Figure 1. Met1 routing.
The bar under the picture is 100 um long. Cells faint in the background.
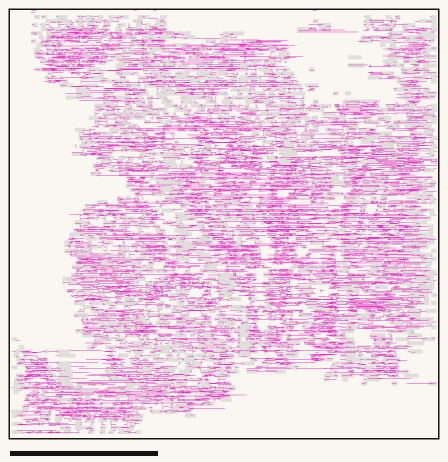
Figure 2. Signal wires on met2.
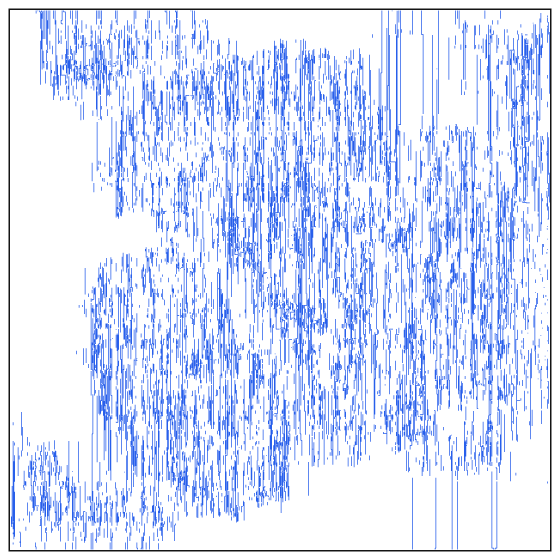
Figure 3. Signal wires on met3.
The bar under the picture is 100 um long.
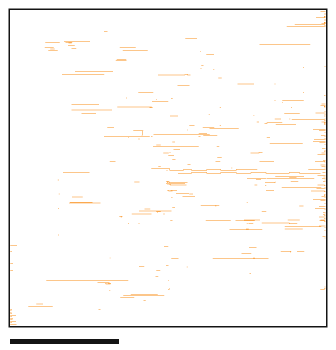
Figure 4. Metal 4.
The bar under the picture is 100 um long.
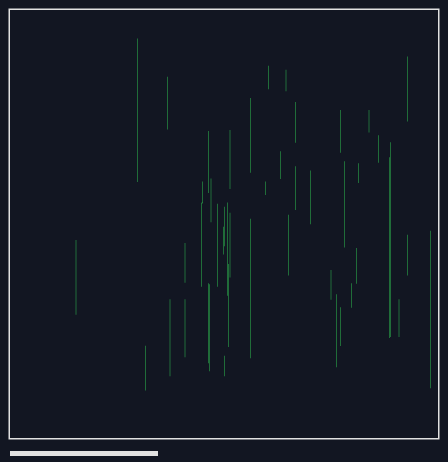
Figure 5. Clock wiring as the flow saved it.
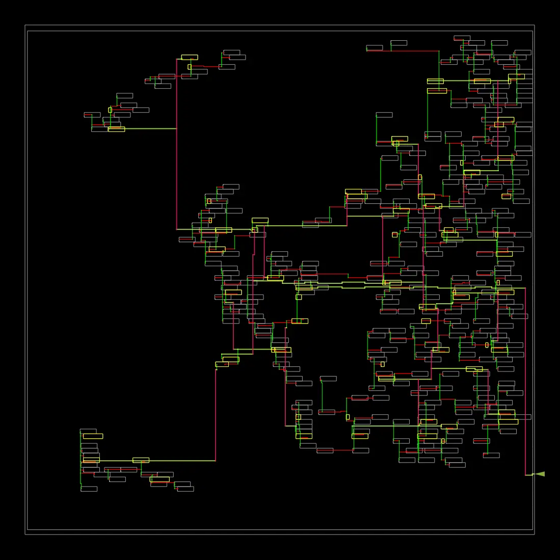
--- src/rtl/hsi_dist_argmin_if.sv ---
// hsi_dist_argmin_if
//   Beat stream and result bus of the HSI distance/argmin block.
//   master : drives the beat stream (element_*, library_last, dist_mode,
//            vctr_ref), receives dist_* and best_* results.
//   slave  : the distance engine; consumes beats, drives results.
interface hsi_dist_argmin_if #(
  parameter int WORD_WIDTH       = 32,
  parameter int HSI_LIBRARY_SIZE = 256
);
  localparam int REF_W = $clog2(HSI_LIBRARY_SIZE);

  logic                  element_valid;
  logic                  element_start;
  logic                  element_last;
  logic                  library_last;
  logic                  dist_mode;
  logic [REF_W-1:0]      vctr_ref;
  logic [WORD_WIDTH-1:0] element_a;
  logic [WORD_WIDTH-1:0] element_b;

  logic [WORD_WIDTH-1:0] dist_value;
  logic [REF_W-1:0]      dist_ref;
  logic                  dist_valid;
  logic                  dist_error;
  logic [WORD_WIDTH-1:0] best_value;
  logic [REF_W-1:0]      best_ref;
  logic                  best_valid;

  modport master (
    output element_valid, element_start, element_last, library_last,
           dist_mode, vctr_ref, element_a, element_b,
    input  dist_value, dist_ref, dist_valid, dist_error,
           best_value, best_ref, best_valid
  );

  modport slave (
    input  element_valid, element_start, element_last, library_last,
           dist_mode, vctr_ref, element_a, element_b,
    output dist_value, dist_ref, dist_valid, dist_error,
           best_value, best_ref, best_valid
  );
endinterface

--- src/rtl/hsi_dist_argmin.sv ---
// hsi_dist_argmin
//   Streams packed pixel/reference word pairs through a 3-stage pipeline,
//   producing a per-vector MSE or MAE distance and tracking the minimum
//   distance reference across a library scan.
//   clk    : rising-edge clock
//   rst_n  : asynchronous active-low reset
//   bus    : slave side of hsi_dist_argmin_if (beat stream in, results out)
module hsi_dist_argmin #(
  parameter int WORD_WIDTH       = 32,
  parameter int DATA_WIDTH       = 16,
  parameter int DATA_WIDTH_MUL   = 32,
  parameter int DATA_WIDTH_ACC   = 48,
  parameter int HSI_BANDS        = 128,
  parameter int HSI_LIBRARY_SIZE = 256
) (
  input  logic               clk,
  input  logic               rst_n,
  hsi_dist_argmin_if.slave   bus
);
  localparam int DATA_PER_WORD = WORD_WIDTH / DATA_WIDTH;
  localparam int ELEMENTS      = HSI_BANDS / DATA_PER_WORD;
  localparam int REF_W         = $clog2(HSI_LIBRARY_SIZE);
  localparam int SHIFT         = $clog2(HSI_BANDS);
  // One spare bit so an over-long vector can never wrap back to ELEMENTS.
  localparam int CNT_W         = $clog2(ELEMENTS + 1) + 1;
  localparam int SUM_W         = DATA_WIDTH_ACC + 1;
  localparam logic [CNT_W-1:0] CNT_MAX  = '1;
  localparam logic [CNT_W-1:0] CNT_ELEM = CNT_W'(ELEMENTS);

  localparam logic [0:0] ST_IDLE   = 1'b0;
  localparam logic [0:0] ST_ACTIVE = 1'b1;

  // ---------------- beat qualification / vector FSM ----------------
  logic [0:0]       state_q, state_d;
  logic [CNT_W-1:0] cnt_q, cnt_d;
  logic             mode_q, mode_d;
  logic [REF_W-1:0] ref_q, ref_d;
  logic             beat_start, beat_acc, beat_fin, beat_err;

  always_comb begin
    beat_start = bus.element_valid & bus.element_start;
    beat_acc   = beat_start | (bus.element_valid & (state_q == ST_ACTIVE));
    beat_fin   = beat_acc & bus.element_last;
    state_d    = state_q;
    cnt_d      = cnt_q;
    mode_d     = mode_q;
    ref_d      = ref_q;
    if (beat_start) begin
      cnt_d  = CNT_W'(1);
      mode_d = bus.dist_mode;
      ref_d  = bus.vctr_ref;
    end else if (beat_acc && (cnt_q != CNT_MAX)) begin
      cnt_d = cnt_q + 1'b1;
    end
    if (beat_fin)        state_d = ST_IDLE;
    else if (beat_start) state_d = ST_ACTIVE;
    beat_err = (cnt_d != CNT_ELEM);
  end

  // ---------------- per-lane datapath ----------------
  logic [DATA_PER_WORD*DATA_WIDTH-1:0]     abs_d, abs1_q;
  logic [DATA_PER_WORD*DATA_WIDTH_MUL-1:0] term_d, term2_q;
  logic                                    mode1_q;

  generate
    for (genvar gi = 0; gi < DATA_PER_WORD; gi++) begin : g_lane
      logic [DATA_WIDTH-1:0]     lane_a, lane_b, lane_abs;
      logic [DATA_WIDTH_MUL-1:0] lane_ext;
      assign lane_a   = bus.element_a[gi*DATA_WIDTH +: DATA_WIDTH];
      assign lane_b   = bus.element_b[gi*DATA_WIDTH +: DATA_WIDTH];
      assign abs_d[gi*DATA_WIDTH +: DATA_WIDTH] =
        (lane_a >= lane_b) ? (lane_a - lane_b) : (lane_b - lane_a);
      assign lane_abs = abs1_q[gi*DATA_WIDTH +: DATA_WIDTH];
      assign lane_ext = DATA_WIDTH_MUL'(lane_abs);
      assign term_d[gi*DATA_WIDTH_MUL +: DATA_WIDTH_MUL] =
        mode1_q ? lane_ext : (lane_ext * lane_ext);
    end
  endgenerate

  // ---------------- pipeline control ----------------
  logic             v1_q, start1_q, fin1_q, err1_q, lib1_q;
  logic [REF_W-1:0] ref1_q;
  logic             v2_q, start2_q, fin2_q, err2_q, lib2_q;
  logic [REF_W-1:0] ref2_q;
  logic             fin3_q, err3_q, lib3_q;
  logic [REF_W-1:0] ref3_q;
  logic [DATA_WIDTH_ACC-1:0] acc_q, acc_d;

  // Lane sum plus accumulate, clamped to all-ones instead of wrapping.
  logic [SUM_W-1:0] lane_sum, acc_sum;
  always_comb begin
    lane_sum = '0;
    for (int i = 0; i < DATA_PER_WORD; i++)
      lane_sum = lane_sum + SUM_W'(term2_q[i*DATA_WIDTH_MUL +: DATA_WIDTH_MUL]);
    acc_sum = (start2_q ? {SUM_W{1'b0}} : {1'b0, acc_q}) + lane_sum;
    acc_d   = acc_sum[SUM_W-1] ? {DATA_WIDTH_ACC{1'b1}} : acc_sum[DATA_WIDTH_ACC-1:0];
  end

  always_ff @(posedge clk or negedge rst_n) begin
    if (!rst_n) begin
      state_q  <= ST_IDLE;
      cnt_q    <= '0;
      mode_q   <= 1'b0;
      ref_q    <= '0;
      v1_q     <= 1'b0; start1_q <= 1'b0; fin1_q <= 1'b0; err1_q <= 1'b0;
      lib1_q   <= 1'b0; mode1_q  <= 1'b0; ref1_q <= '0;   abs1_q <= '0;
      v2_q     <= 1'b0; start2_q <= 1'b0; fin2_q <= 1'b0; err2_q <= 1'b0;
      lib2_q   <= 1'b0; ref2_q   <= '0;   term2_q <= '0;
      fin3_q   <= 1'b0; err3_q   <= 1'b0; lib3_q <= 1'b0; ref3_q <= '0;
      acc_q    <= '0;
    end else begin
      state_q  <= state_d;
      cnt_q    <= cnt_d;
      mode_q   <= mode_d;
      ref_q    <= ref_d;
      // S1: absolute differences
      v1_q     <= beat_acc;
      start1_q <= beat_start;
      fin1_q   <= beat_fin;
      err1_q   <= beat_err;
      lib1_q   <= bus.library_last;
      mode1_q  <= mode_d;
      ref1_q   <= ref_d;
      abs1_q   <= abs_d;
      // S2: square or pass-through
      v2_q     <= v1_q;
      start2_q <= start1_q;
      fin2_q   <= v1_q & fin1_q;
      err2_q   <= err1_q;
      lib2_q   <= lib1_q;
      ref2_q   <= ref1_q;
      term2_q  <= term_d;
      // S3: accumulate
      if (v2_q) acc_q <= acc_d;
      fin3_q   <= v2_q & fin2_q;
      err3_q   <= err2_q;
      lib3_q   <= lib2_q;
      ref3_q   <= ref2_q;
    end
  end

  // ---------------- result and argmin ----------------
  logic [DATA_WIDTH_ACC-1:0] acc_shr;
  logic [WORD_WIDTH-1:0]     result;
  assign acc_shr = acc_q >> SHIFT;
  assign result  = (|acc_shr[DATA_WIDTH_ACC-1:WORD_WIDTH]) ? {WORD_WIDTH{1'b1}}
                                                           : acc_shr[WORD_WIDTH-1:0];

  logic                  scan_have_q;
  logic [WORD_WIDTH-1:0] scan_val_q;
  logic [REF_W-1:0]      scan_ref_q;
  logic                  take, have_n;
  logic [WORD_WIDTH-1:0] val_n;
  logic [REF_W-1:0]      ref_n;

  // Strict less-than so ties keep the earlier reference.
  always_comb begin
    take   = !err3_q && (!scan_have_q || (result < scan_val_q));
    have_n = scan_have_q | take;
    val_n  = take ? result : scan_val_q;
    ref_n  = take ? ref3_q : scan_ref_q;
  end

  logic                  dist_valid_q, dist_error_q, best_valid_q;
  logic [WORD_WIDTH-1:0] dist_value_q, best_value_q;
  logic [REF_W-1:0]      dist_ref_q, best_ref_q;

  always_ff @(posedge clk or negedge rst_n) begin
    if (!rst_n) begin
      dist_valid_q <= 1'b0; dist_error_q <= 1'b0; best_valid_q <= 1'b0;
      dist_value_q <= '0;   dist_ref_q   <= '0;
      best_value_q <= '0;   best_ref_q   <= '0;
      scan_have_q  <= 1'b0; scan_val_q   <= '0;   scan_ref_q <= '0;
    end else begin
      dist_valid_q <= fin3_q;
      best_valid_q <= fin3_q & lib3_q;
      if (fin3_q) begin
        dist_value_q <= result;
        dist_ref_q   <= ref3_q;
        dist_error_q <= err3_q;
        if (lib3_q) begin
          // A scan with no good vector reports all-ones at reference 0.
          best_value_q <= have_n ? val_n : {WORD_WIDTH{1'b1}};
          best_ref_q   <= have_n ? ref_n : '0;
          scan_have_q  <= 1'b0;
        end else begin
          scan_have_q  <= have_n;
          scan_val_q   <= val_n;
          scan_ref_q   <= ref_n;
        end
      end
    end
  end

  assign bus.dist_value = dist_value_q;
  assign bus.dist_ref   = dist_ref_q;
  assign bus.dist_valid = dist_valid_q;
  assign bus.dist_error = dist_error_q;
  assign bus.best_value = best_value_q;
  assign bus.best_ref   = best_ref_q;
  assign bus.best_valid = best_valid_q;
endmodule
--- src/flat_wrapper.sv ---
// flat-port wrapper written by rule: the top's interface ports become plain ports
module hsi_dist_argmin_flat 
#(
  parameter int WORD_WIDTH       = 32,
  parameter int DATA_WIDTH       = 16,
  parameter int DATA_WIDTH_MUL   = 32,
  parameter int DATA_WIDTH_ACC   = 48,
  parameter int HSI_BANDS        = 128,
  parameter int HSI_LIBRARY_SIZE = 256
)
  (clk, rst_n, bus_element_valid, bus_element_start, bus_element_last, bus_library_last, bus_dist_mode, bus_vctr_ref, bus_element_a, bus_element_b, bus_dist_value, bus_dist_ref, bus_dist_valid, bus_dist_error, bus_best_value, bus_best_ref, bus_best_valid);
  hsi_dist_argmin_if #(.WORD_WIDTH(WORD_WIDTH), .HSI_LIBRARY_SIZE(HSI_LIBRARY_SIZE)) bus_i ();
  input  logic clk;
  input  logic rst_n;
  input wire logic [$bits(bus_i.element_valid)-1:0] bus_element_valid;
  input wire logic [$bits(bus_i.element_start)-1:0] bus_element_start;
  input wire logic [$bits(bus_i.element_last)-1:0] bus_element_last;
  input wire logic [$bits(bus_i.library_last)-1:0] bus_library_last;
  input wire logic [$bits(bus_i.dist_mode)-1:0] bus_dist_mode;
  input wire logic [$bits(bus_i.vctr_ref)-1:0] bus_vctr_ref;
  input wire logic [$bits(bus_i.element_a)-1:0] bus_element_a;
  input wire logic [$bits(bus_i.element_b)-1:0] bus_element_b;
  output wire logic [$bits(bus_i.dist_value)-1:0] bus_dist_value;
  output wire logic [$bits(bus_i.dist_ref)-1:0] bus_dist_ref;
  output wire logic [$bits(bus_i.dist_valid)-1:0] bus_dist_valid;
  output wire logic [$bits(bus_i.dist_error)-1:0] bus_dist_error;
  output wire logic [$bits(bus_i.best_value)-1:0] bus_best_value;
  output wire logic [$bits(bus_i.best_ref)-1:0] bus_best_ref;
  output wire logic [$bits(bus_i.best_valid)-1:0] bus_best_valid;
  assign bus_i.element_valid = bus_element_valid;
  assign bus_i.element_start = bus_element_start;
  assign bus_i.element_last = bus_element_last;
  assign bus_i.library_last = bus_library_last;
  assign bus_i.dist_mode = bus_dist_mode;
  assign bus_i.vctr_ref = bus_vctr_ref;
  assign bus_i.element_a = bus_element_a;
  assign bus_i.element_b = bus_element_b;
  assign bus_dist_value = bus_i.dist_value;
  assign bus_dist_ref = bus_i.dist_ref;
  assign bus_dist_valid = bus_i.dist_valid;
  assign bus_dist_error = bus_i.dist_error;
  assign bus_best_value = bus_i.best_value;
  assign bus_best_ref = bus_i.best_ref;
  assign bus_best_valid = bus_i.best_valid;
  hsi_dist_argmin #(.WORD_WIDTH(WORD_WIDTH), .DATA_WIDTH(DATA_WIDTH), .DATA_WIDTH_MUL(DATA_WIDTH_MUL), .DATA_WIDTH_ACC(DATA_WIDTH_ACC), .HSI_BANDS(HSI_BANDS), .HSI_LIBRARY_SIZE(HSI_LIBRARY_SIZE)) u_core (.clk(clk), .rst_n(rst_n), .bus(bus_i));
endmodule
--- config.mk ---
export PLATFORM = sky130hd
export DESIGN_NAME = hsi_dist_argmin_flat
export DESIGN_NICKNAME = d
export VERILOG_FILES = /design/src/rtl/hsi_dist_argmin_if.sv /design/src/rtl/hsi_dist_argmin.sv /design/src/flat_wrapper.sv
export SDC_FILE = /design/constraint.sdc
export NUM_CORES = 2
export LEC_CHECK = 0
export CORE_UTILIZATION = 41
export DETAILED_ROUTE_END_ITERATION = 10
export GPL_TIMING_DRIVEN = 0
export PLACE_DENSITY = 0.63
export REMOVE_ABC_BUFFERS = 1
export SYNTH_ARGS = -nofsm -noshare
export SYNTH_HDL_FRONTEND = slang
export SYNTH_SLANG_ARGS = --single-unit
--- constraint.sdc ---
create_clock -name clk -period 11.19 [get_ports clk]
set_input_delay 1.119 -clock clk [delete_from_list [all_inputs] [get_ports clk]]
set_output_delay 1.119 -clock clk [all_outputs]
set_load 0.02 [all_outputs]
==> commit_impl_results.txt <==
Store results of the implementation flow

* Via/cell ratio: 5.15
- Initial DRC Count: around 1100
* Post-synth seq share: 23.3%
- During I/O placement, the number of pins put on the boundary was 162.
- Number of H-tree levels: 2
* Predominant post-synthesis flop cell: sky130_fd_sc_hd__dfrtp_1
- Max-slew check failures listed in the final report amount to 0.
- Share of cell area taken by muxes after synthesis: 4.20%
* Number of synthesized flops with an enable pin: 0
- The endpoint of the worst hold path is reported as u_core.ref3_q[5].
- The worst hold path begins at u_core.ref2_q[5].
- Final cycle utilization of the critical path: 66.8%
- Post-CTS setup repair buffer count: 0
* Wire length of the first global-routing pass: 128000 um
- The flow measured a signed area growth from synthesis to layout of 11.3%.
- Capturing point of the worst reg2reg path: u_core.acc_q[21]
* Pin count of the biggest net entering global routing: roughly 100
- The cell family contributing the most delay on the critical path is AND-OR/OR-AND gates.
- Once placement finished, the instance area stood at 0.0362 mm2.
- The clock passes through at most 3 buffers.
- The global route stage reports its total congestion overflow as 0.
* Row count: 104
- Width of the die: 289 um
- Number of optimization iterations in the first detailed-route pass: 7
- After clock tree synthesis, the flow added hold-fix buffers numbering 0.
* Max reg flops: around 64
- Once layout is complete, the cells apart from fillers number 4788.
- For this run, the total global-route usage over all layers was measured as 18.8%.
- Per STA, the worst path is made up of ha_1 > fa_1 > a211oi_1 > o211ai_1 > a22o_1 > nor4_1 > o31ai_1 > a221o_1 > a21o_1 > a21oi_1 > xnor2_1 > ha_1 > a21o_1 > a21oi_1 > o21a_1 > o21ai_0 > a221o_1 > a31o_2 > nor2b_1 > nand3_1 > nand2_1 > o22a_1.
- For reference, simple AND, OR, NAND and NOR cells occupy 12.5% of the area reported after synthesis.
- Max stage delay on crit path: 0.97 ns
* Endpoint arrival time on the critical path: around 8 ns
* Clock-pin slew on the worst setup and hold paths: 0.06 ns
- Of all flip-flops after synthesis, the portion carrying an async set or reset was 100%.
- Per the timing report, the biggest fanout along the worst path comes to 24.
* Count of endpoints failing setup in the final report: 0
- Final hold violation count: 0
* Late-Pin Clk Latency: ~0.56 ns
* Layout cell share with drive strength beyond 1: roughly 7.3%
- CTS placed an instance of sky130_fd_sc_hd__clkbuf_16 at the clock tree root.
- Largest registers: u_core.term2_q: 64 flops, u_core.acc_q: 48 flops
- Post-synthesis cell type with the largest combined area: sky130_fd_sc_hd__dfrtp_1
- The most critical setup path has its startpoint at u_core.term2_q[32].
- u_core.term2_q holds more flip-flops than any other register.
* Max Clock Freq: about 130 MHz
- Reg2reg start: u_core.term2_q[32]
* Register bit count reported by yosys: 315
* Via count of the first global-routing pass: between 20000 and 30000
* Area share of and-or/or-and cells after synthesis: 13.9%
- Run status: completed
* Fraction of post-synthesis cell area in the top cell type by area: between 20% and 30%
- For reference, the post-synthesis area per instance comes to 9.23 um2.
- Per the synthesis report, the adder-cell share of the synthesized area is 32.9%.
- According to the timing report, the critical path is captured at u_core.acc_q[21].
- Half-perimeter wire length after placement: around 59000 um
* Area of the chip: 0.0835 mm2
## Picture notes: Figure 1
The wires run mostly horizontal. The layer holds 45% of the routed length. The layer carries 34.7 mm of wire. 4151 nets have wire on it.

## Picture notes: Figure 2
The layer carries 37.2 mm of wire. The wires run mostly vertical. The layer holds 49% of the routed length. 3659 nets have wire on it. The longest straight run is 85.7 um.
wire length after detailed routing: 76300 um
overall via count from detail_route: 24600

## Picture notes: Figure 3
The layer holds 3.2% of the routed length. The wires run mostly horizontal. The longest straight run is 74.8 um. 201 nets have wire on it.

## Picture notes: Figure 4
The longest straight run is 131 um. The layer carries 1960 um of wire. The layer holds 2.6% of the routed length. 31 nets have wire on it. The wires run mostly vertical.

## Picture notes: Figure 5
count of clock buffers in the final design: 52
flop count: 315
Num CTS Buffers: 39
maximum clock skew at final layout: 0.0211 ns

-- kinds of logic after synthesis --
logic type	Yosys count
AOI/OAI and AO/OA	701
xor gates and xnor gates	153
adders and majority gates	691
buffers and inverters	801
DFF	315
muxes	115
and+or+nand+nor	882
-- layout make-up --
cell class	count	area, um2
Sequential cell	315	7890
Fill cell	7720	43500
Clock inverter	19	277
Clock buffer	52	1060
Tap cell	1060	1330
Timing Repair Buffer	171	1830
Inverter	629	2360
Multi-Input combinational cell	2542	22800
-- cell usage in the layout, fill, tap and decap left out, types with 14 or more instances in the layout --
cell,instances
sky130_fd_sc_hd__nor3_1,20
sky130_fd_sc_hd__a21oi_1,153
sky130_fd_sc_hd__xor2_1,62
sky130_fd_sc_hd__nand4_1,27
sky130_fd_sc_hd__mux2_2,57
sky130_fd_sc_hd__ha_1,361
sky130_fd_sc_hd__o31ai_1,17
sky130_fd_sc_hd__nand2_1,328
sky130_fd_sc_hd__mux2i_1,19
sky130_fd_sc_hd__inv_1,628
sky130_fd_sc_hd__o22a_1,14
sky130_fd_sc_hd__nand2b_1,20
sky130_fd_sc_hd__xnor2_1,91
sky130_fd_sc_hd__a21o_1,97
sky130_fd_sc_hd__a31o_2,15
sky130_fd_sc_hd__clkdlybuf4s50_1,160
sky130_fd_sc_hd__mux2_4,39
sky130_fd_sc_hd__o22ai_1,36
sky130_fd_sc_hd__a211oi_1,21
sky130_fd_sc_hd__nor2_1,178
sky130_fd_sc_hd__dfrtp_1,311
sky130_fd_sc_hd__o221a_2,28
sky130_fd_sc_hd__a31oi_1,38
sky130_fd_sc_hd__fa_1,330
sky130_fd_sc_hd__and2_1,96
sky130_fd_sc_hd__nand3_1,40
sky130_fd_sc_hd__o21a_1,31
sky130_fd_sc_hd__clkbuf_16,39
sky130_fd_sc_hd__o21ai_0,145
sky130_fd_sc_hd__nor2b_1,65
sky130_fd_sc_hd__or2_2,44
sky130_fd_sc_hd__and3_1,23
-- routing by layer --
| layer | track usage (%) | part of all wire [%] | wire length [um] | vias to the layer above |
|---|---|---|---|---|
| met5 | 0 | 0 | 0 | - |
| met4 | 5.28 | 2.6 | 1960 | 0 |
| met3 | 1.80 | 3.2 | 2450 | 101 |
| met2 | 32.8 | 49 | 37200 | 399 |
| met1 | 24.7 | 45 | 34700 | 12100 |
| li1 | - | - | - | 12100 |
-- worst register-to-register path, delay by kind of cell, from the launching register on --
kind / cells / cell delay, ns
flops: 1 / 0.44
simple gates: 4 / 2.74
compound gates: 14 / 2.96
fa+ha+maj: 3 / 1.12
xor+xnor: 1 / 0.13
-- per-stage QoR --
step | utilization (%) | setup WS, ns | TNS, ns
2_1_floorplan | - | 4.78 | 0
3_3_place_gp | 44.4 | -5.23 | -1636.35
3_5_place_dp | 44.7 | 3.71 | 0
4_1_cts | 46.3 | 3.68 | 0
5_1_grt | 46.3 | 3.20 | 0
6_report | 46.3 | 3.72 | 0
